[src/rtl/regfile_write_arbiter.sv]
// regfile_write_arbiter: round-robin arbiter sharing the register file write port between NUM_REQ requesters.
// Ports:
//   clk, rst_n                       clock, async active-low reset
//   ReqValid/ReqAddr/ReqData (in)    per-requester write requests, packed by requester index
//   ReqReady (out)                   one-hot combinational grant
//   WrStall (in)                     register file cannot take a write this cycle
//   WriteEnable/WriteRegister/WriteData (out)  registered write port
// Optional feature macro REGFILE_WRITE_BYPASS_EN adds ReadRegister1/2 inputs and Fwd1/2 Hit/Data
// outputs that forward the pending registered write to readers.
module regfile_write_arbiter #(
    parameter int NUM_REQ = 3,
    parameter int ADDR_W  = 5,
    parameter int DATA_W  = 32
) (
    input  logic                      clk,
    input  logic                      rst_n,
    input  logic [NUM_REQ-1:0]        ReqValid,
    input  logic [NUM_REQ*ADDR_W-1:0] ReqAddr,
    input  logic [NUM_REQ*DATA_W-1:0] ReqData,
    output logic [NUM_REQ-1:0]        ReqReady,
    input  logic                      WrStall,
`ifdef REGFILE_WRITE_BYPASS_EN
    input  logic [ADDR_W-1:0]         ReadRegister1,
    input  logic [ADDR_W-1:0]         ReadRegister2,
    output logic                      Fwd1Hit,
    output logic                      Fwd2Hit,
    output logic [DATA_W-1:0]         Fwd1Data,
    output logic [DATA_W-1:0]         Fwd2Data,
`endif
    output logic                      WriteEnable,
    output logic [ADDR_W-1:0]         WriteRegister,
    output logic [DATA_W-1:0]         WriteData
);
    localparam int PW = $clog2(NUM_REQ);

    logic [PW-1:0]     ptr_q, ptr_d, win, idx;
    logic              found, accept;
    logic [ADDR_W-1:0] sel_addr, addr_q, addr_d;
    logic [DATA_W-1:0] sel_data, data_q, data_d;
    logic              we_q, we_d;

    // Scan pointer+1, pointer+2, ... and take the first valid requester.
    always_comb begin
        found = 1'b0;
        win = ptr_q;
        idx = '0;
        for (int k = 1; k <= NUM_REQ; k++) begin
            idx = PW'((int'(ptr_q) + k) % NUM_REQ);
            if (!found && ReqValid[idx]) begin
                found = 1'b1;
                win = idx;
            end
        end
    end

    always_comb begin
        accept   = found & ~WrStall & rst_n;
        ReqReady = accept ? (NUM_REQ'(1) << win) : '0;
        sel_addr = ReqAddr[win*ADDR_W +: ADDR_W];
        sel_data = ReqData[win*DATA_W +: DATA_W];
        // Writes to $zero are accepted but dropped; addr/data keep their last value.
        we_d     = WrStall ? we_q : (accept & (sel_addr != '0));
        addr_d   = (accept & (sel_addr != '0)) ? sel_addr : addr_q;
        data_d   = (accept & (sel_addr != '0)) ? sel_data : data_q;
        ptr_d    = accept ? win : ptr_q;
    end

    always_ff @(posedge clk or negedge rst_n) begin
        if (!rst_n) begin
            ptr_q  <= PW'(NUM_REQ - 1);
            we_q   <= 1'b0;
            addr_q <= '0;
            data_q <= '0;
        end else begin
            ptr_q  <= ptr_d;
            we_q   <= we_d;
            addr_q <= addr_d;
            data_q <= data_d;
        end
    end

    assign WriteEnable   = we_q;
    assign WriteRegister = addr_q;
    assign WriteData     = data_q;

`ifdef REGFILE_WRITE_BYPASS_EN
    assign Fwd1Hit  = we_q & (addr_q == ReadRegister1) & (ReadRegister1 != '0);
    assign Fwd2Hit  = we_q & (addr_q == ReadRegister2) & (ReadRegister2 != '0);
    assign Fwd1Data = Fwd1Hit ? data_q : '0;
    assign Fwd2Data = Fwd2Hit ? data_q : '0;
`endif
endmodule
[config.mk]
export PLATFORM = sky130hd
export DESIGN_NAME = regfile_write_arbiter
export DESIGN_NICKNAME = d
export VERILOG_FILES = /design/src/rtl/regfile_write_arbiter.sv
export SDC_FILE = /design/constraint.sdc
export NUM_CORES = 1
export LEC_CHECK = 0
export ABC_AREA = 1
export CAP_MARGIN = 5
export CORE_MARGIN = 8
export CORE_UTILIZATION = 50
export CTS_CLUSTER_SIZE = 10
export DETAILED_ROUTE_END_ITERATION = 10
export DONT_BUFFER_PORTS = 1
export PLACE_DENSITY = 0.68
export SYNTH_ARGS = -nofsm -noshare
export SYNTH_HDL_FRONTEND = slang
export SYNTH_SLANG_ARGS = --single-unit
[constraint.sdc]
create_clock -name clk -period 6.23 [get_ports clk]
set_clock_uncertainty 0.15 [all_clocks]
set_input_delay 0.9345 -clock clk [delete_from_list [all_inputs] [get_ports clk]]
set_output_delay 0.9345 -clock clk [all_outputs]
set_load 0.01 [all_outputs]
==> notes.md, run 1 <==
impl run done, here's what came out: top sig layer=met4, simple share=a little over two fifths, final-layout non-clock buffer area share=between 1 and 1.5%, register share after synthesis=roughly a third, Met2 Wirelength=between 4000 and 5000 µm, adder share=~1.7%, post-CTS setup buffer count=0, R2R depth=17, flip-flops with a built-in enable=0, final WL=8650 µm, Chip Area, Yosys=around 2900 µm², GR Util met2=about a third, Critical Path Stages=17, CTS H-tree depth=2, CTS Sinks=~40, CP most frequent cell=nand2_1, share of layout cells above drive strength 1=between 10% and 20%, Arr. time, crit path=4.45 ns, largest net degree at the start of global routing=~42, RR Endpoint=WriteRegister[3], Register Area=between 1000 and 1500 µm², hpwl dp=6380 µm, reg2reg setup slack=about 1.8 ns, fin crit share=between 70% and 80%, delay-heaviest family, CP=simple AND/OR/NAND/NOR gates, number of port buffers=0, Avg Synthesized Cell Area=approximately 6.7 µm², Placer Congestion=roughly 0.93, Slew @ Worst Pin=about 1.2 ns, Non-clock buffers=4, crit path DRT=around 6.3 ns, mux share=0%, fillcell total=around 560, Maximum Capacitance Violations=0, fp_density=around 52%, status=finished, final reports clean, Post-Syn Instances=between 400 and 500, Yosys warning count=0, I/O pin count=158, Main synth FF type=dfrtp_1, Mapped Nets=~550, Final Slew Violations=0, final setup vio count=0, Post-synth top cells=nand2_1, nand3_1, o21ai_0, distinct lib cells=26, Flops after synth=40, Post-CTS Hold Buffers=0, CP endpoint kind=flop, top cell category=logic gates, final hold viol count=0, Mapped Area=2870 µm², n_taps=around 72, first-pass GRT wire length=about 14000 µm, Hold WS=0.179 ns, Logic inverters=25, gr ovfl total=0, # clk buffers=5, number of cells in Yosys stat=428, crit path launch=ptr_q[1], Comb area=around 1600 µm², GRT Overall Usage=about a fifth, multi-input gate share of total cell area=about 55%, Worst Slack Setup Final=1.81 ns, vias in the first global route=about 2.7k, diodes inserted=0, drt drc=0, RSZ-0062 raised after global routing=no, Vias=2750, Setup WS pre-CTS=between 1.5 and 2 ns, met3 Use GR=under 10%, NumNets Final=between 500 and 600, Setup crit end=WriteRegister[3], Final clock-cell share=between 3 and 4%, Met1 Wirelength=roughly 3400 µm, Rel. slew slack=a little under a fifth, chip area=8410 µm², crit start category=flop, critical path type=reg2reg, synth-to-layout area growth=2.84%, area post-placement=about 2800 µm², Cell Chain, Critical Path=inv_1 > ha_1 > inv_2 > nor2_1 > o21ai_2 > nand3_2 > nand2_1 > nor2_1 > nor2_2 > buf_4 > nand3_1 > nand2_1 > inv_2 > nand3_4 > nand2_2 > nand2_1 > nand2_1, post-CTS resize count=0, worst path bufs/invs=4, Seq cells=roughly 40, tally of OpenROAD warnings=29, global route hottest layer=met2
## run 1: flip-flops by register name (all words and copies together), names as in the netlist
name / flops
ptr_q: 2
WriteData: 32
WriteEnable: 1
WriteRegister: 5
## run 1: cells in the final DEF, fill, tap and decap left out
cell type	instances
dfstp_2	1
nor2_2	3
nor2_1	37
bufinv_16	1
clkbuf_8	5
ha_1	4
clkinv_2	1
o21ai_1	7
nor3_1	1
nand3_1	97
o21ai_2	1
buf_4	4
nand2_2	14
inv_2	6
o21ai_0	60
o21bai_1	2
nand3_4	2
inv_1	19
clkinvlp_4	1
nand2_4	1
dfrtp_1	39
nand2_1	97
nand3b_1	1
or2_2	1
nand3_2	5
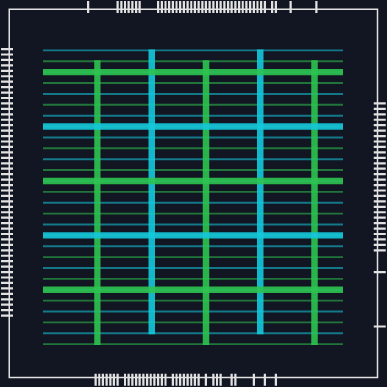
(run_1/power_grid.png)
Drawn at 4 px/µm. Pins as bars on the die edge.
[VSS] green
[VDD] cyan
met4 straps: 5
met5 straps: 5
met1 rails: 28
rows: 27
signal pins: 158
die outline width: 91.7 µm
core area: 5510 µm²

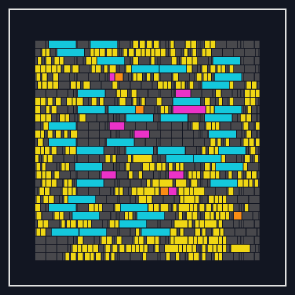
(run_1/placement_by_type.png)
Drawn at 3 px/µm. Fill, decap, tap and diode cells in grey.
[combinational and other logic] yellow | cells: 358 | share of their area: 60%
[clock drivers and dummy loads] magenta | cells: 8 | share of their area: 3.9%
[remaining buffers and delay cells] orange | cells: 4 | share of their area: 1.1%
[sequential cells] cyan | cells: 40 | share of their area: 35%
Final Cell Area: 2950 µm²
Seq area share: 34.0%
num rows: 27
Layout Utilization: 53.5%

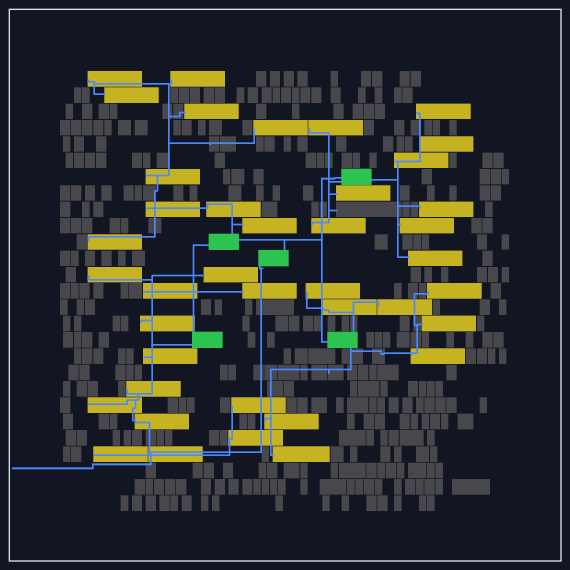
(run_1/clk_routes.png)
Drawn at 6 px/µm.
[flip-flops] yellow | count: 40
[clock drivers] green | count: 5
[clock wires] blue | length: 539 µm
routed clock nets: 6

==> run_1/placement.png <==
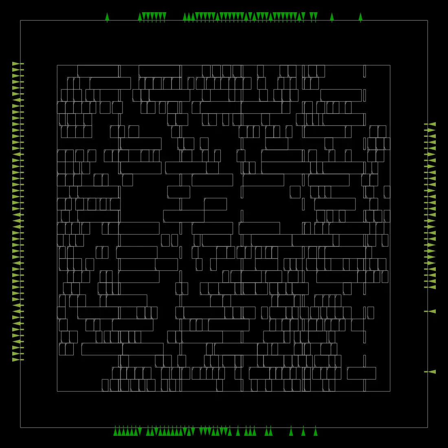

==> run 1 -> run 2 <==
- PLACE_DENSITY: 0.68 -> 0.71
- clock period: 6.23 -> 3.85 ns (I/O delays scaled with it)
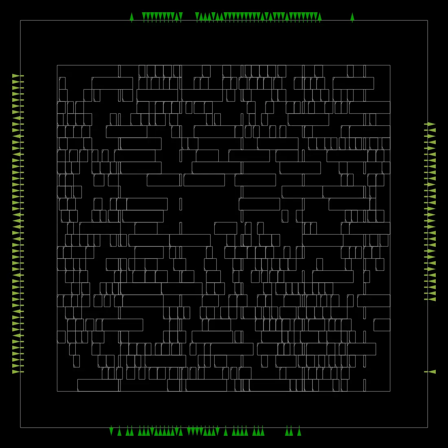
(run_2/placement.png)
fillcell total: 558
Layout Utilization: 55.4%

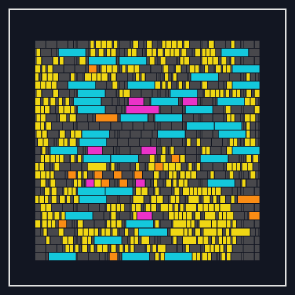
(run_2/placement_by_type.png)
Drawn at 3 px/µm. Fill, decap, tap and diode cells in grey.
[clock drivers and dummy loads] magenta | cells: 8 | share of their area: 3.9%
[combinational and other logic] yellow | cells: 358 | share of their area: 58%
[remaining buffers and delay cells] orange | cells: 14 | share of their area: 4.5%
[sequential cells] cyan | cells: 40 | share of their area: 34%
Seq area share: 32.8%
Final Cell Area: 3050 µm²

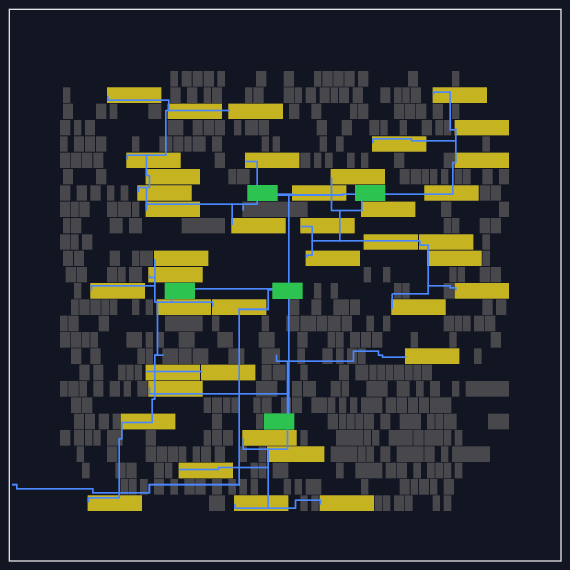
(run_2/clk_routes.png)
Drawn at 6 px/µm.
[flip-flops] yellow | count: 40
[clock wires] blue | length: 574 µm
[clock drivers] green | count: 5
routed clock nets: 6

==> run 2 against run 1 <==
  * Synthesized cell count unchanged
  * Worst hold slack improved by 0.058 ns
  * Synthesized area unchanged
  * Critical endpoint is now ReqReady[0]
==> notes.md, run 2 <==
impl run done, here's what came out: status=finished, final reports clean, routed vias/inst=around 6, Final clock-cell share=around 3.8%, CTS root buffer=clkbuf_8, CTS tree=built, Worst Slack Setup Final=0.418 ns, fin crit share=89.1%, final hold viol count=0, final setup vio count=0, post-CTS resize count=0, distinct lib cells=26, Mapped Area=2870 µm², Iteration-0 DRC Markers=around 200, num rows=27, delay-heaviest family, CP=simple AND/OR/NAND/NOR gates, fp_density=a little over half, CTS Sinks=40, Seq cells=40, Arr. time, crit path=between 2 and 3 ns, chip area=between 8000 and 9000 µm², mux share=0%, first-pass GRT wire length=roughly 14000 µm, Placer Congestion=approximately 0.9, R2R depth=16, Critical Path Stages=10, Chip Area, Yosys=~2900 µm², Yosys warning count=0, die outline width=just over 90 µm, top sig layer=met4, n_taps=about 72, XOR Share, Synth=0%, largest net degree at the start of global routing=a little over 40, Dominant comb cell=simple AND/OR/NAND/NOR gates, Vias=between 2k and 3k, Met1 Wirelength=~3600 µm, register share after synthesis=35.0%, Setup WS pre-CTS=0.529 ns, die height=just over 90 µm, Met2 Wirelength=between 4000 and 5000 µm, Final Slew Violations=0, Cell Chain, Critical Path=inv_1 > ha_1 > inv_2 > nor2_1 > o21ai_2 > nand3_2 > nand3_2 > nand2_2 > nor3_1 > buf_4, # clk buffers=5, Clock Path Buffers=2, share of layout cells above drive strength 1=between 10% and 20%, number of port buffers=0, final WL=between 9000 and 10000 µm, CP endpoint kind=output port, Slowest-stage cell, CP=dfstp_2, hpwl dp=6820 µm, wire per inst=18.5 µm, Rel. slew slack=slightly above 70%, Comb area=between 1500 and 2000 µm², GR Util met2=between 30% and 40%, critical path type=reg2out, vias in the first global route=2882, fmax=roughly 290 MHz, synth-to-layout area growth=6.55%, Flops after synth=roughly 40, leading area contributor after synthesis=dfrtp_1, Hold Path Stages=2, area post-placement=between 2000 and 3000 µm², share of synthesized registers carrying an async set or reset=100%, Hold WS=0.236 ns, max FFs per register=32, Maximum Capacitance Violations=0, Non-clock buffers=14, Num CTS Buffers=5, CP max stage delay=roughly 0.56 ns, RSZ-0062 raised after global routing=no, aoi share=12.5%, crit-path max FO=23, Avg Synthesized Cell Area=6.69 µm², NumNets Final=about 540, met3 Use GR=under 10%, flip-flops with a built-in enable=0, Post-Syn Instances=between 400 and 500, number of cells in Yosys stat=roughly 430, crit path DRT=between 3 and 4 ns, Late-Pin Clk Latency=around 0.3 ns, Hold WC Path Type=in2reg, initial antenna violation count=0, crit start category=flop, Register Area=around 1000 µm², ANT nets after route=0, core area=between 5000 and 6000 µm², top cell category=logic gates, Comb gates=333, GRT Overall Usage=21.0%, drt drc=0, Top cell area share=34.1%, Met3 Wirelength=approximately 1000 µm, Post-synth top cells=nand2_1, nand3_1, o21ai_0, Logic inverters=25, gr ovfl total=0, Main synth FF type=dfrtp_1, I/O pin count=between 150 and 200, Post-CTS Hold Buffers=2, top cells by area=dfrtp_1, nand3_1, nand2_1, crit path time final=3.43 ns, Pre-antenna DRT Iters=4, Mapped Nets=between 500 and 600, setup TNS=0 ns, multi-input gate share of total cell area=53.0%, clk slew on worst S/H paths=around 0.090 ns, Slew @ Worst Pin=~0.42 ns, diodes inserted=0, post-route insts no fill=slightly below 500, adder share=1.75%, final-layout non-clock buffer area share=under 10%, CP most frequent cell=nand3_2, CTS H-tree depth=2, global route hottest layer=met2, simple share=a little over two fifths, worst path bufs/invs=3, post-CTS setup buffer count=0, most numerous logic cells after layout=nand3_1, nand2_1, o21ai_0, dfrtp_1, nor2_1, tally of OpenROAD warnings=29
-- run 2: cell count changes in the layout (fill, tap and decap cells not counted), sizes merged --
| cell | change |
|---|---|
| inv | +1 |
| buf | +9 |
| clkinv | -1 |
| dlygate4sd3 | +1 |
-- run 2: path summary, 6_finish.rpt --
path                               startpoint                to  slack (ns)
worst min register to register  WriteData[12]     WriteData[12]        0.40
max in group asynchronous               rst_n          ptr_q[1]        2.70
worst max-delay path                 ptr_q[1]       ReqReady[0]        0.42
worst min-delay path                  WrStall       WriteEnable        0.24
min in group asynchronous               rst_n     WriteData[23]        0.57
worst max register to register       ptr_q[0]  WriteRegister[1]        0.47
==> run_2/power_grid.png <==
Drawn at 4 px/µm. Pins as bars on the die edge.
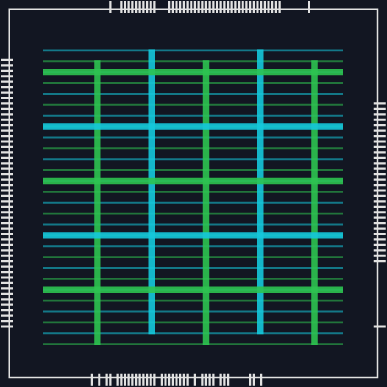

==> run 2 -> run 3 <==
- CORE_UTILIZATION: 50 -> 55
- PLACE_DENSITY: 0.71 -> default
- PLACE_DENSITY_LB_ADDON: default -> 0.25
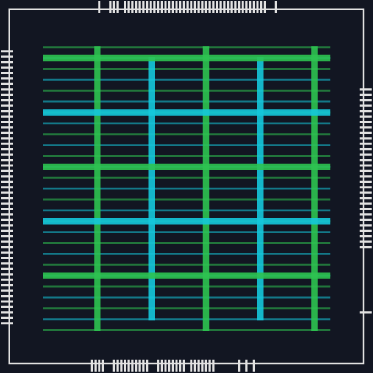
(run_3/power_grid.png)
Drawn at 4 px/µm. Pins as bars on the die edge.
[VSS] green
[VDD] cyan
met5 straps: 5
met1 rails: 27

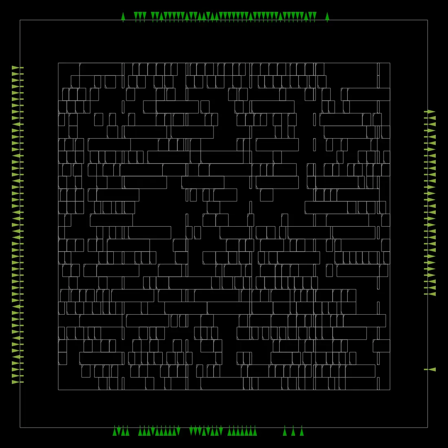
(run_3/placement.png)
num rows: 26
Seq area share: 33.1%
Layout Utilization: 59.6%
post-route insts no fill: 490

==> run 3 against run 2 <==
  * Routed wire length is 2.3% lower
  * Global-route usage is 2.3 points higher
  * Cell area is 0.94% lower
  * Final cell count is 0.41% lower
  * Via count is 0.90% lower
  * Critical path depth stayed put
  * Non-clock buffer count stayed put
  * Worst hold slack better by 0.0085 ns
  * Critical endpoint unchanged
==> notes.md, run 3 <==
impl run done, here's what came out: aoi share=about 13%, Num CTS Buffers=5, global route hottest layer=met2, crit path launch=ptr_q[1], # clk buffers=6, Clock Path Buffers=2, register share after synthesis=about a third, CTS tree=built, synth-to-layout area growth=5.55%, gr ovfl total=0, diodes inserted=0, delay-heaviest family, CP=simple AND/OR/NAND/NOR gates, CTS H-tree depth=2, Mapped Nets=roughly 550, CTS Sinks=~40, max FFs per register=32, Arr. time, crit path=2.80 ns, Seq cells=approximately 40, met3 Use GR=9.01%, chip area=between 7000 and 8000 µm², vias in the first global route=slightly below 3k, Yosys warning count=0, R2R depth=16, Maximum Capacitance Violations=0, crit path DRT=roughly 3.1 ns, leading area contributor after synthesis=dfrtp_1, Non-clock buffers=14, Met1 Wirelength=roughly 3400 µm, Min-Delay Startpoint=WrStall, Cell Chain, Critical Path=inv_1 > ha_1 > inv_2 > nor2_1 > o21ai_2 > nand3_2 > nand3_2 > nand2_4 > buf_4 > nor3_1, crit start category=flop, hpwl dp=roughly 7000 µm, Comb area=between 1500 and 2000 µm², Main synth FF type=dfrtp_1, Mapped Area=about 2900 µm², routed vias/inst=5.82, Post-CTS Hold Buffers=2, Met2 Wirelength=approximately 4300 µm, wire per inst=between 15 and 20 µm, share of layout cells above drive strength 1=roughly an eighth, fin crit share=between 90% and 100%, tally of OpenROAD warnings=29, fillcell total=around 510, RR Startpoint=ptr_q[1], Critical Path Stages=10, Register Area=1000 µm², final WL=between 8000 and 9000 µm, Post-synth top cells=nand2_1, nand3_1, o21ai_0, top cell category=logic gates, mux share=0%, drt drc=0, status=finished, final reports clean, Hold Path Stages=2, CP max stage delay=0.56 ns, reg2reg setup slack=between 0.4 and 0.5 ns, Setup WS pre-CTS=roughly 0.46 ns, Met3 Wirelength=~1000 µm, Flops after synth=40, final setup vio count=0, Final Slew Violations=0, Worst Slack Setup Final=0.324 ns, Pre-antenna DRT Iters=4, Top cell area share=between 30% and 40%, GRT Overall Usage=between 20% and 30%, Vias=2851, Comb gates=roughly 330, Avg Synthesized Cell Area=between 6 and 7 µm², Chip Area, Yosys=~2900 µm², first-pass GRT wire length=between 10000 and 15000 µm, Hold WC Path Type=in2reg, share of synthesized registers carrying an async set or reset=100%, Iteration-0 DRC Markers=156, Post-Syn Instances=~430, Slowest-stage cell, CP=dfstp_2, Logic inverters=25, NumNets Final=approximately 540, final hold viol count=0, Final clock-cell share=3.19%, crit path time final=between 3 and 4 ns, CP most frequent cell=nand3_2, setup TNS=0 ns, top cells by area=dfrtp_1, nand3_1, nand2_1, post-CTS resize count=0, RSZ-0062 raised after global routing=no, fp_density=around 56%, final-layout non-clock buffer area share=~4.0%, critical path type=reg2out, CTS root buffer=clkbuf_8, die height=roughly 90 µm, simple share=about 42%, Late-Pin Clk Latency=just under 0.3 ns, initial antenna violation count=0, Worst Hold Path EP=WriteEnable, XOR Share, Synth=0%, number of port buffers=0, CP endpoint kind=output port, I/O pin count=roughly 160, largest net degree at the start of global routing=41
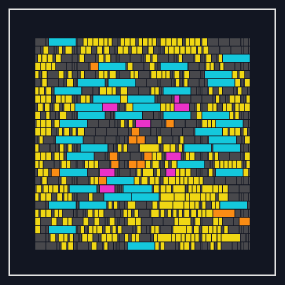
(run_3/placement_by_type.png)
Drawn at 3 px/µm. Fill, decap, tap and diode cells in grey.
core area: 5070 µm²
Final Cell Area: 3020 µm²

-- run 3: metrics by stage --
step	std cells	cell area, µm²	hold WS (ns)
after detailed placement	480	2890	0.134
after CTS	490	3020	0.237
after global placement	480	2890	0.134
final	490	3020	0.245
after floorplan	428	2870	0.132
after global routing	490	3020	0.252

==> gallery <==
Wiring by layer.
Drawn at 4 px/µm. Only two layers are drawn.
Plate I
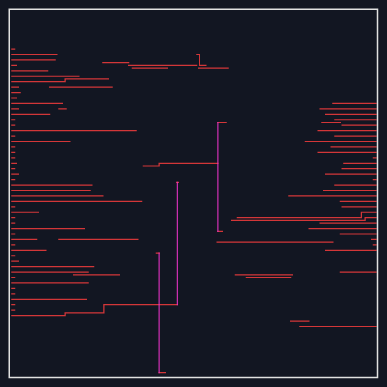
Plate II
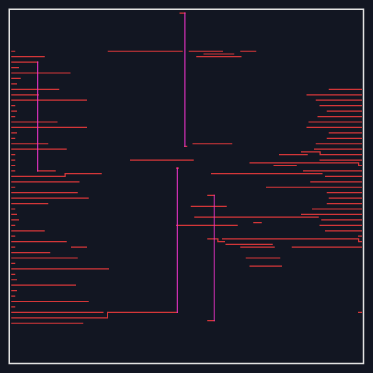
Plate II: run 3
Plate I: run 1

Key to Plate I:
[metal 4] magenta | wire length: 87.7 µm
[metal 3] red | wire length: 977 µm

